$ cat src/rtl/gsplat_pkg.sv
// -----------------------------------------------------------------------------
// gsplat_pkg
//   Shared definitions for the gsplat frame-level tile scheduler.
//   - HDR_QWORDS / SPLAT_QWORDS : descriptor geometry in DDR3 qwords
//   - tile_hdr_t                : decoded fields of header qword0
//   - disp_state_t              : dispatcher FSM encoding
//   - next_desc_addr()          : address of the descriptor after this one
// -----------------------------------------------------------------------------
package gsplat_pkg;

    localparam int HDR_QWORDS   = 2;
    localparam int SPLAT_QWORDS = 4;

    // Packed so that header qword0[47:0] casts straight onto it (px in the LSBs).
    typedef struct packed {
        logic [15:0] count;
        logic [15:0] py;
        logic [15:0] px;
    } tile_hdr_t;

    typedef enum logic [2:0] {
        ST_IDLE,
        ST_HDR_REQ,
        ST_HDR_BEAT0,
        ST_HDR_BEAT1,
        ST_DISPATCH,
        ST_DRAIN,
        ST_DONE
    } disp_state_t;

    // Computed at 32 bits; callers truncate to their address width, which is
    // equivalent to wrapping modulo 2^ADDR_W for any ADDR_W <= 32.
    function automatic logic [31:0] next_desc_addr(input logic [31:0] cur,
                                                   input logic [15:0] count);
        return cur + 32'(HDR_QWORDS) + (32'(count) << 2);
    endfunction

endpackage

$ cat src/rtl/gsplat_core_pick.sv
// -----------------------------------------------------------------------------
// gsplat_core_pick
//   Lowest-index-first priority encoder over the idle cores.
//   Ports:
//     inflight_i  in   N   per-core busy mask (1 = tile in flight)
//     grant_o     out  N   one-hot grant of the lowest idle core (0 if none)
//     valid_o     out  1   at least one core is idle
// -----------------------------------------------------------------------------
module gsplat_core_pick #(
    parameter int N = 2
) (
    input  logic [N-1:0] inflight_i,
    output logic [N-1:0] grant_o,
    output logic         valid_o
);

    // NOTE: every output of a combinational block gets a default before any
    // conditional assignment, otherwise a latch is inferred.
    always_comb begin
        grant_o = '0;
        valid_o = 1'b0;
        for (int i = 0; i < N; i++) begin
            if (!inflight_i[i] && !valid_o) begin
                grant_o[i] = 1'b1;
                valid_o    = 1'b1;
            end
        end
    end

endmodule

$ cat src/rtl/gsplat_tile_dispatcher.sv
// -----------------------------------------------------------------------------
// gsplat_tile_dispatcher
//   Frame-level scheduler for the gsplat rasterizer cores. Walks the packed
//   tile-descriptor list in DDR3, fetches each 2-qword header over a shared
//   read port and hands the tile to the lowest-index idle core. The next
//   header is fetched while the cores work; frame_done pulses once every
//   dispatched tile has reported completion.
//   Ports:
//     clk, reset                    clock, synchronous active-high reset
//     frame_start/list_addr/
//       tile_count                  frame request (ignored while busy)
//     busy, frame_done              frame status
//     rd_addr/rd_burstcnt/rd_req/
//       rd_ack                      header read request (held until ack)
//     rd_data/rd_data_valid         read return beats
//     core_tile_start               one-hot dispatch pulse
//     core_tile_addr/px/py/
//       core_splat_count            shared tile bus, qualified by start
//     core_tile_done                per-core completion pulse
// -----------------------------------------------------------------------------
module gsplat_tile_dispatcher
    import gsplat_pkg::*;
#(
    parameter int NUM_CORES = 2,
    parameter int ADDR_W    = 29
) (
    input  logic                 clk,
    input  logic                 reset,
    input  logic                 frame_start,
    input  logic [ADDR_W-1:0]    list_addr,
    input  logic [15:0]          tile_count,
    output logic                 busy,
    output logic                 frame_done,
    output logic [ADDR_W-1:0]    rd_addr,
    output logic [7:0]           rd_burstcnt,
    output logic                 rd_req,
    input  logic                 rd_ack,
    input  logic [63:0]          rd_data,
    input  logic                 rd_data_valid,
    output logic [NUM_CORES-1:0] core_tile_start,
    output logic [ADDR_W-1:0]    core_tile_addr,
    output logic [15:0]          core_tile_px,
    output logic [15:0]          core_tile_py,
    output logic [15:0]          core_splat_count,
    input  logic [NUM_CORES-1:0] core_tile_done
);

    disp_state_t            state_q, state_d;
    logic [ADDR_W-1:0]      cur_q, cur_d;          // next descriptor to fetch
    logic [15:0]            remaining_q, remaining_d; // headers not yet fetched
    logic                   last_q, last_d;        // buffered header is the final tile
    logic                   busy_q, busy_d;
    logic                   frame_done_q, frame_done_d;
    tile_hdr_t              hdr_q, hdr_d;          // header buffer
    logic [ADDR_W-1:0]      hdr_addr_q, hdr_addr_d;
    logic                   hdr_valid_q, hdr_valid_d;
    tile_hdr_t              bus_hdr_q, bus_hdr_d;  // last value driven on the tile bus
    logic [ADDR_W-1:0]      bus_addr_q, bus_addr_d;
    logic [NUM_CORES-1:0]   inflight_q, inflight_d;

    logic [NUM_CORES-1:0]   grant;
    logic                   grant_valid;
    logic                   dispatch;
    tile_hdr_t              rd_hdr;
    tile_hdr_t              bus_hdr;
    logic                   unused_rd_hi;

    assign rd_hdr       = tile_hdr_t'(rd_data[47:0]);
    assign unused_rd_hi = ^rd_data[63:48];

    gsplat_core_pick #(
        .N (NUM_CORES)
    ) u_pick (
        .inflight_i (inflight_q),
        .grant_o    (grant),
        .valid_o    (grant_valid)
    );

    // Dispatch is combinational from registered state so the tile leaves in
    // the first DISPATCH cycle, one cycle after the second header beat.
    assign dispatch = (state_q == ST_DISPATCH) && hdr_valid_q && grant_valid;

    always_comb begin
        state_d      = state_q;
        cur_d        = cur_q;
        remaining_d  = remaining_q;
        last_d       = last_q;
        busy_d       = busy_q;
        frame_done_d = 1'b0;
        hdr_d        = hdr_q;
        hdr_addr_d   = hdr_addr_q;
        hdr_valid_d  = hdr_valid_q;
        bus_hdr_d    = bus_hdr_q;
        bus_addr_d   = bus_addr_q;

        // A done pulse only clears a set bit; a dispatch only targets a clear
        // bit, so a done and a dispatch in the same cycle never conflict.
        inflight_d = (inflight_q & ~core_tile_done) | (dispatch ? grant : '0);

        unique case (state_q)
            ST_IDLE: begin
                if (frame_start) begin
                    cur_d       = list_addr;
                    remaining_d = tile_count;
                    last_d      = 1'b0;
                    busy_d      = 1'b1;
                    state_d     = (tile_count == 16'd0) ? ST_DONE : ST_HDR_REQ;
                end
            end
            ST_HDR_REQ: begin
                if (rd_ack) begin
                    state_d = ST_HDR_BEAT0;
                end
            end
            ST_HDR_BEAT0: begin
                if (rd_data_valid) begin
                    hdr_d       = rd_hdr;
                    hdr_addr_d  = cur_q;
                    cur_d       = ADDR_W'(next_desc_addr(32'(cur_q), rd_hdr.count));
                    remaining_d = remaining_q - 16'd1;
                    state_d     = ST_HDR_BEAT1;
                end
            end
            ST_HDR_BEAT1: begin
                if (rd_data_valid) begin
                    hdr_valid_d = 1'b1;
                    last_d      = (remaining_q == 16'd0);
                    state_d     = ST_DISPATCH;
                end
            end
            ST_DISPATCH: begin
                if (dispatch) begin
                    hdr_valid_d = 1'b0;
                    bus_hdr_d   = hdr_q;
                    bus_addr_d  = hdr_addr_q;
                    state_d     = last_q ? ST_DRAIN : ST_HDR_REQ;
                end
            end
            ST_DRAIN: begin
                // Look at the mask with this cycle's done pulses applied so the
                // final completion is not delayed by an extra cycle.
                if (inflight_d == '0) begin
                    state_d = ST_DONE;
                end
            end
            ST_DONE: begin
                frame_done_d = 1'b1;
                busy_d       = 1'b0;
                state_d      = ST_IDLE;
            end
            default: begin
                state_d = ST_IDLE;
            end
        endcase
    end

    // NOTE: state registers use non-blocking assignments so every flop samples
    // the pre-edge values regardless of statement order.
    always_ff @(posedge clk) begin
        if (reset) begin
            state_q      <= ST_IDLE;
            cur_q        <= '0;
            remaining_q  <= '0;
            last_q       <= 1'b0;
            busy_q       <= 1'b0;
            frame_done_q <= 1'b0;
            hdr_q        <= '0;
            hdr_addr_q   <= '0;
            hdr_valid_q  <= 1'b0;
            bus_hdr_q    <= '0;
            bus_addr_q   <= '0;
            inflight_q   <= '0;
        end else begin
            state_q      <= state_d;
            cur_q        <= cur_d;
            remaining_q  <= remaining_d;
            last_q       <= last_d;
            busy_q       <= busy_d;
            frame_done_q <= frame_done_d;
            hdr_q        <= hdr_d;
            hdr_addr_q   <= hdr_addr_d;
            hdr_valid_q  <= hdr_valid_d;
            bus_hdr_q    <= bus_hdr_d;
            bus_addr_q   <= bus_addr_d;
            inflight_q   <= inflight_d;
        end
    end

    assign busy       = busy_q;
    assign frame_done = frame_done_q;

    // Request fields come straight from state/address registers, so they are
    // stable for as long as the request waits for rd_ack. The burst count is
    // qualified by rd_req so the port reads all-zero out of reset.
    assign rd_req      = (state_q == ST_HDR_REQ);
    assign rd_addr     = cur_q;
    assign rd_burstcnt = rd_req ? 8'(HDR_QWORDS) : 8'd0;

    // Tile bus shows the buffered header in the dispatch cycle and keeps the
    // last dispatched tile otherwise.
    assign core_tile_start  = dispatch ? grant : '0;
    assign bus_hdr          = dispatch ? hdr_q : bus_hdr_q;
    assign core_tile_addr   = dispatch ? hdr_addr_q : bus_addr_q;
    assign core_tile_px     = bus_hdr.px;
    assign core_tile_py     = bus_hdr.py;
    assign core_splat_count = bus_hdr.count;

endmodule

$ cat config.mk
export PLATFORM = sky130hd
export DESIGN_NAME = gsplat_tile_dispatcher
export DESIGN_NICKNAME = d
export VERILOG_FILES = /design/src/rtl/gsplat_pkg.sv /design/src/rtl/gsplat_core_pick.sv /design/src/rtl/gsplat_tile_dispatcher.sv
export SDC_FILE = /design/constraint.sdc
export NUM_CORES = 1
export LEC_CHECK = 0
export CORE_UTILIZATION = 52
export DETAILED_ROUTE_END_ITERATION = 6
export DONT_BUFFER_PORTS = 1
export PLACE_DENSITY = 0.65
export SKIP_LAST_GASP = 1
export SLEW_MARGIN = 20
export SYNTH_ARGS = -nofsm -noshare
export SYNTH_HDL_FRONTEND = slang
export SYNTH_HIERARCHICAL = 1
export SYNTH_SLANG_ARGS = --single-unit
$ cat constraint.sdc
create_clock -name clk -period 4.2 [get_ports clk]
set_input_delay 0.84 -clock clk [delete_from_list [all_inputs] [get_ports clk]]
set_output_delay 0.84 -clock clk [all_outputs]
set_load 0.005 [all_outputs]
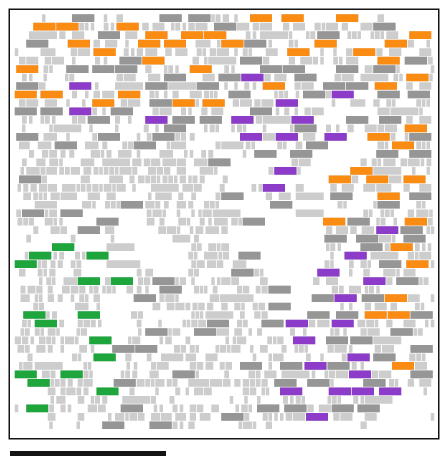
(sequential cells coloured by netlist name)
Scale bar: 50 um.
purple -> hdr_addr_q  # sequential cells 29
green -> remaining_q  # sequential cells 16
orange -> bus_hdr_q  # sequential cells 48
not coloured = 115

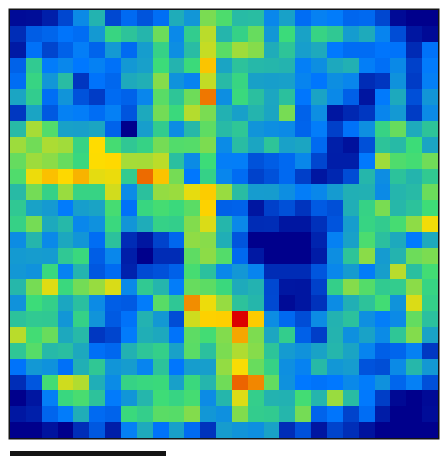
(routed metal per tile)
Scale bar: 50 um. The die is cut into 27 by 27 equal tiles; dark blue is low, red is high, scaled to the fullest tile. Values are wire area over tile area, all layers added.
nearly empty tiles = 3.2%
mean over tiles = 0.21
fullest tile = 0.60

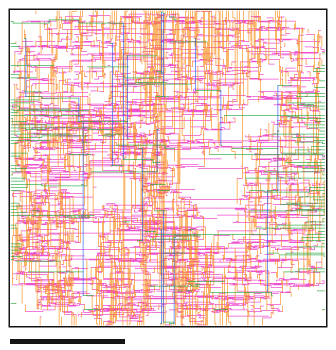
(routed metal, one colour a layer)
Scale bar: 50 um.
orange -> M2  # wire length 11000 um
magenta -> M1  # wire length 10900 um
green -> M3  # wire length 1840 um
blue -> M4  # wire length 643 um
routed wire length: 24.4 mm
routed vias: 7641
GRT Resource Usage Total: 24.9%
DR WL/cell: 18.3 um

==> flow_summary.ini <==
; generated from flow reports
[run_status]
status = finished clean

[finish]
final_core_util_pct = 57.6
area_growth_pct = 8.81
final_common_cell = nand2_1
final_nets = 1220
bufAreaShareNonClock_pct = 1.04

[sta]
worst_slew_pin_slew_ns = 0.751
rsz0062_at_grt = false
period_minus_slack_ns = 3.32
hold_violations = 0
whs_ns = 0.433
tns_ns = 0

[power]
p_seq_share_pct = 40.6
p_leak_nw = 3.93
pg_seq_mw = 2.50
total_power_mw = 6.15
top_power_group = registers

[synthesis]
ys_warn_count = 6
synth-edff-count = 0
async_flop_share_pct = 0
synthFlopType = dfxtp_1
yosys_area_mm2 = 0.00951
mux_area_share_pct = 9.44
synthXorXnorAreaFrac_pct = 0.921
ys_types = 68

[placed_design]
dp_slack_ns = 1.07
portBuffers = 0

[global_routing]
grt_pass1_vias = 6931
grt_max_degree = 125
antenna_found_initial = 2

[worst_setup_path]
worst-path-stages = 4
crit_path_start_kind = register
timing.rr.start = rd_addr[1]
critPathRequiredTime_ns = 3.36
ff2ff_setup_slack_ns = 1.33
reg2reg_depth = 9
crit_start = state_q[2]
r2r-end = rd_addr[25]

[hold_path]
whs_path_depth = 1
hp-start = reset

[job]
warning_count = 46
cap_violations = 0

[floorplan]
rows = 49
initial_utilization_pct = 53.0
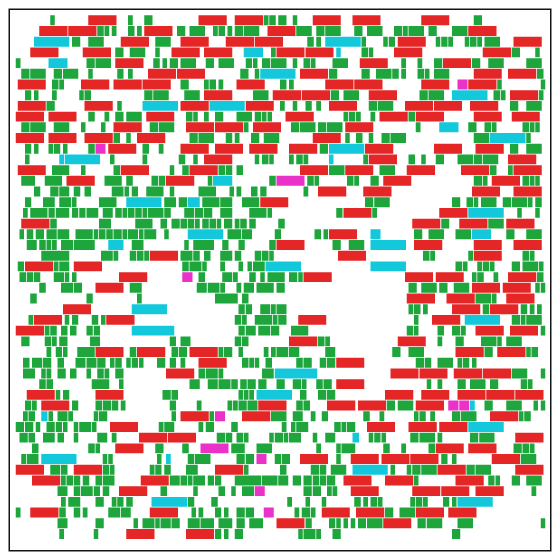
(placement by cell class)
cyan -> clock drivers and dummy loads  # cells 40, share of their area 7.6%
red -> registers  # cells 208, share of their area 41%
magenta -> remaining buffers and delay cells  # cells 11, share of their area 1.1%
green -> remaining logic cells  # cells 841, share of their area 50%

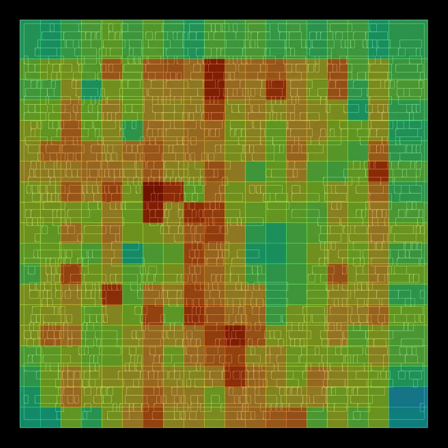
(routing congestion)
GR peak layer: met2
met1 Use GR: 32.9%

